===== config.mk =====
export PLATFORM = sky130hd
export DESIGN_NAME = gobang_move_ctrl
export DESIGN_NICKNAME = d
export VERILOG_FILES = /design/src/rtl/gobang_move_ctrl.sv
export SDC_FILE = /design/constraint.sdc
export NUM_CORES = 1
export LEC_CHECK = 0
export ABC_AREA = 1
export CAP_MARGIN = 0
export CORE_ASPECT_RATIO = 0.75
export CORE_UTILIZATION = 57
export CTS_CLUSTER_SIZE = 14
export DETAILED_ROUTE_END_ITERATION = 10
export PLACE_DENSITY_LB_ADDON = 0.2
export SETUP_SLACK_MARGIN = 0.2
export SLEW_MARGIN = 30
export SYNTH_ARGS = -nofsm -noshare
export SYNTH_HDL_FRONTEND = slang
export SYNTH_SLANG_ARGS = --single-unit

===== constraint.sdc =====
create_clock -name clk_in -period 6.01 [get_ports clk_in]
set_input_delay 1.803 -clock clk_in [delete_from_list [all_inputs] [get_ports clk_in]]
set_output_delay 1.803 -clock clk_in [all_outputs]
set_load 0.01 [all_outputs]

===== src/rtl/gobang_move_ctrl.sv =====
// Gobang move controller: turns keyboard press/release events into cursor
// moves (with auto-repeat on held direction keys) and, on confirm, runs a
// read-check-write sequence against the board RAM before handing the turn
// to the other player.
module gobang_move_ctrl #(
    parameter int BOARD_SIZE   = 15,
    parameter int REPEAT_START = 25_000_000,
    parameter int REPEAT_RATE  = 5_000_000
) (
    input  logic       clk_in,
    input  logic       rst_n_in,
    input  logic       key_state,
    input  logic [4:0] key_ctrl,
    input  logic       game_en,
    output logic [3:0] cursor_x,
    output logic [3:0] cursor_y,
    output logic       cur_player,
    output logic [7:0] rd_addr,
    input  logic [1:0] rd_data,
    output logic       wr_en,
    output logic [7:0] wr_addr,
    output logic [1:0] wr_data,
    input  logic       wr_ack,
    output logic       move_done,
    output logic       reject
);

    localparam int         CNT_MAX = (REPEAT_START > REPEAT_RATE) ? REPEAT_START : REPEAT_RATE;
    localparam int         CNT_W   = $clog2(CNT_MAX + 1);
    localparam logic [3:0] LAST    = 4'(BOARD_SIZE - 1);
    localparam logic [3:0] HOME    = 4'd7;

    typedef enum logic [2:0] {IDLE, READ, CHECK, WRITE, DONE} state_t;
    typedef enum logic [2:0] {K_NONE, K_CONF, K_UP, K_DOWN, K_LEFT, K_RIGHT} key_t;

    // key_ctrl = {confirm, right, left, down, up}; confirm wins, then up..right
    function automatic key_t decode_key(input logic [4:0] k);
        if (k[4])      return K_CONF;
        else if (k[0]) return K_UP;
        else if (k[1]) return K_DOWN;
        else if (k[2]) return K_LEFT;
        else if (k[3]) return K_RIGHT;
        else           return K_NONE;
    endfunction

    function automatic logic is_dir(input key_t k);
        return (k == K_UP) || (k == K_DOWN) || (k == K_LEFT) || (k == K_RIGHT);
    endfunction

    state_t             state, state_nxt;
    key_t               press_key, held_key, move_key;
    logic               key_state_d;
    logic               press;
    logic               rep_fire;
    logic               rep_phase;
    logic [CNT_W-1:0]   rep_cnt;
    logic               idle_ready;
    logic [3:0]         x_nxt, y_nxt;

    assign rd_addr   = 8'(cursor_y) * 8'(BOARD_SIZE) + 8'(cursor_x);
    assign wr_en     = (state == WRITE);
    assign move_done = (state == DONE);

    // Press detection, repeat timing and which key may act this cycle.
    // The reject cycle is treated as busy so a new key can't race the pulse.
    always_comb begin
        press      = key_state & ~key_state_d;
        press_key  = press ? decode_key(key_ctrl) : K_NONE;
        rep_fire   = key_state && !press && is_dir(held_key) &&
                     (rep_phase ? (rep_cnt == CNT_W'(REPEAT_RATE - 1))
                                : (rep_cnt == CNT_W'(REPEAT_START - 1)));
        idle_ready = (state == IDLE) && !reject && game_en;
        move_key   = K_NONE;
        if (idle_ready) begin
            if (is_dir(press_key)) move_key = press_key;
            else if (rep_fire)     move_key = held_key;
        end
    end

    // Next cursor position with wrap-around at both board edges
    always_comb begin
        x_nxt = cursor_x;
        y_nxt = cursor_y;
        case (move_key)
            K_UP:    y_nxt = (cursor_y == 4'd0) ? LAST : cursor_y - 4'd1;
            K_DOWN:  y_nxt = (cursor_y == LAST) ? 4'd0 : cursor_y + 4'd1;
            K_LEFT:  x_nxt = (cursor_x == 4'd0) ? LAST : cursor_x - 4'd1;
            K_RIGHT: x_nxt = (cursor_x == LAST) ? 4'd0 : cursor_x + 4'd1;
            default: ;
        endcase
    end

    // Confirm sequencing: read square, check it, write stone, finish turn
    always_comb begin
        state_nxt = state;
        case (state)
            IDLE:    if (idle_ready && press_key == K_CONF) state_nxt = READ;
            READ:    state_nxt = CHECK;
            CHECK:   state_nxt = (rd_data == 2'b00) ? WRITE : IDLE;
            WRITE:   if (wr_ack) state_nxt = DONE;
            DONE:    state_nxt = IDLE;
            default: state_nxt = IDLE;
        endcase
    end

    // Registered key level for edge detection
    always_ff @(posedge clk_in or negedge rst_n_in) begin
        if (!rst_n_in) key_state_d <= 1'b0;
        else           key_state_d <= key_state;
    end

    // Auto-repeat counter: first period REPEAT_START, then REPEAT_RATE
    always_ff @(posedge clk_in or negedge rst_n_in) begin
        if (!rst_n_in) begin
            rep_cnt   <= '0;
            rep_phase <= 1'b0;
            held_key  <= K_NONE;
        end else if (!key_state) begin
            rep_cnt   <= '0;
            rep_phase <= 1'b0;
            held_key  <= K_NONE;
        end else if (press) begin
            rep_cnt   <= '0;
            rep_phase <= 1'b0;
            held_key  <= is_dir(press_key) ? press_key : K_NONE;
        end else if (rep_fire) begin
            rep_cnt   <= '0;
            rep_phase <= 1'b1;
        end else if (is_dir(held_key)) begin
            rep_cnt   <= rep_cnt + CNT_W'(1);
        end
    end

    // Cursor register
    always_ff @(posedge clk_in or negedge rst_n_in) begin
        if (!rst_n_in) begin
            cursor_x <= HOME;
            cursor_y <= HOME;
        end else begin
            cursor_x <= x_nxt;
            cursor_y <= y_nxt;
        end
    end

    // FSM state register
    always_ff @(posedge clk_in or negedge rst_n_in) begin
        if (!rst_n_in) state <= IDLE;
        else           state <= state_nxt;
    end

    // Write request payload, reject pulse and turn hand-over
    always_ff @(posedge clk_in or negedge rst_n_in) begin
        if (!rst_n_in) begin
            wr_addr    <= 8'd0;
            wr_data    <= 2'b00;
            reject     <= 1'b0;
            cur_player <= 1'b0;
        end else begin
            reject <= (state == CHECK) && (rd_data != 2'b00);
            if (state == CHECK && rd_data == 2'b00) begin
                wr_addr <= rd_addr;
                wr_data <= cur_player ? 2'b10 : 2'b01;
            end
            if (state == DONE) cur_player <= ~cur_player;
        end
    end

endmodule


==> GITHUB_STEP_SUMMARY <==
## Synthesis and layout report

| Metric | Value |
|---|---|
| Final period utilization | 0.927 |
| Reg-to-reg endpoint | wr_addr[6]$_DFFE_PN0P_ |
| Area fraction in full adders, half adders and majority gates | 0.134 |
| GR Util All Layers | 0.268 |
| Buffer levels on the longest clock path | 2 |
| First-pass GRT wire length | between 15 and 20 mm |
| Detailed-route wire length on metal 1 | roughly 4.5 mm |
| Number of warnings in the stage logs | a little over 40 |
| Total number of vias | ~3600 |
| Post-synth seq share | 0.347 |
| ClkCell Share | 0.0260 |
| Highest ir drop seen on vdd | ~0.00067 V |
| Max capacitance violation total | 0 |
| Max layer used | met4 |
| Critical hold path startpoint | wr_addr[0]$_DFFE_PN0P_ |
| Final cell area excluding filler cells | 4470 sq um |
| CP bufs+invs | 3 |
| Post-placement cell count | between 600 and 700 |
| Number of buffers inserted during clock tree synthesis | 5 |
| DRT iter0 DRCs | 337 |
| Remaining Overflow, GRT | 0 |
| Run status | complete, no violations |
| Slew margin rel. | 0.423 |
| Largest combinational cell category by area | simple AND/OR/NAND/NOR gates |
| Count of flip-flops with a built-in enable after synthesis | 0 |
| Share of the synthesized area in the top cell type | 0.306 |
| Most frequent cells after synthesis | sky130_fd_sc_hd__nand2_1 (123), sky130_fd_sc_hd__inv_1 (70), sky130_fd_sc_hd__dfrtp_1 (47), sky130_fd_sc_hd__nor2_1 (47), sky130_fd_sc_hd__nand3_1 (37) |
| Final period demand of the worst path | ~5.6 ns |
| Area taken by flip-flops and latches | roughly 1300 sq um |
| Critical path endpoint category | output pin |
| Synthesized registers | about 53 |
| Total sequential power | between 0.0005 and 0.0006 W |
| Setup-failing EPs final | 0 |
| Yosys cell count | approximately 510 |
| Combinational Power | 0.00205 W |
| Startpoint of the worst register-to-register path | cursor_y[0]$_DFFE_PN1P_ |
| Start point of the critical path | cursor_y[0]$_DFFE_PN1P_ |
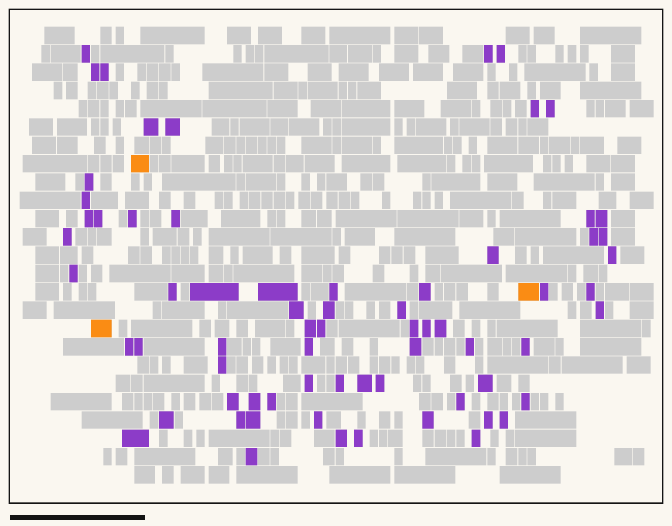
(images/gates.png)
Bar = 20 um.
[non-inverting ao/oa cells] orange | cells: 3
[nor cells] purple | cells: 69 | where: all over the die
commonest non-fill, non-tap cell in the layout: sky130_fd_sc_hd__nand2_1
Comb area share: 0.494

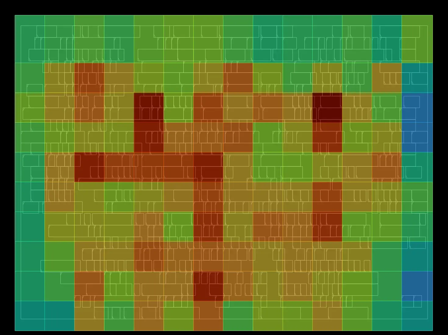
(images/congestion_map.png)
Final Util: 0.697
most congested layer reported by global routing: met2

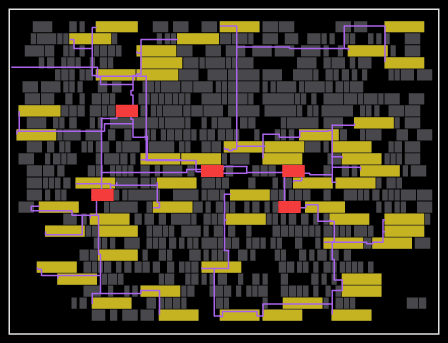
(images/clock_wires.png)
[clock wires] purple | length: 686 um
[flip-flops] yellow | count: 53
[clock-net drivers] red | count: 5
flops lie: all over the die
routed clock nets: 6
power in the clock group: 0.000260 W
skew final: 0.0109 ns
latest clock arrival within the worst-skew pair: 0.32 ns
clock network power share: 0.092

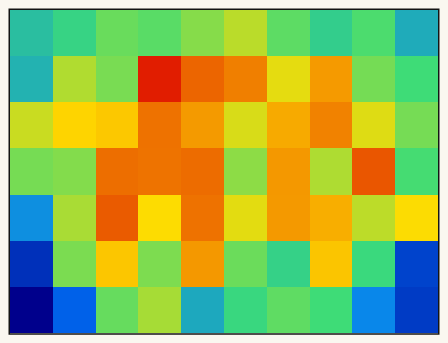
(images/util_map.png)
The die is cut into 10 by 7 equal tiles; dark blue is low, red is high, 0 to 100% covered.
mean over tiles: 62%
tiles over 75% full: 31%
fullest tile: 97%
nearly empty tiles: 1.4%
Floorplan Utilization: 0.600
core area: 6410 sq um

Power is estimated from default activity; no workload was simulated.
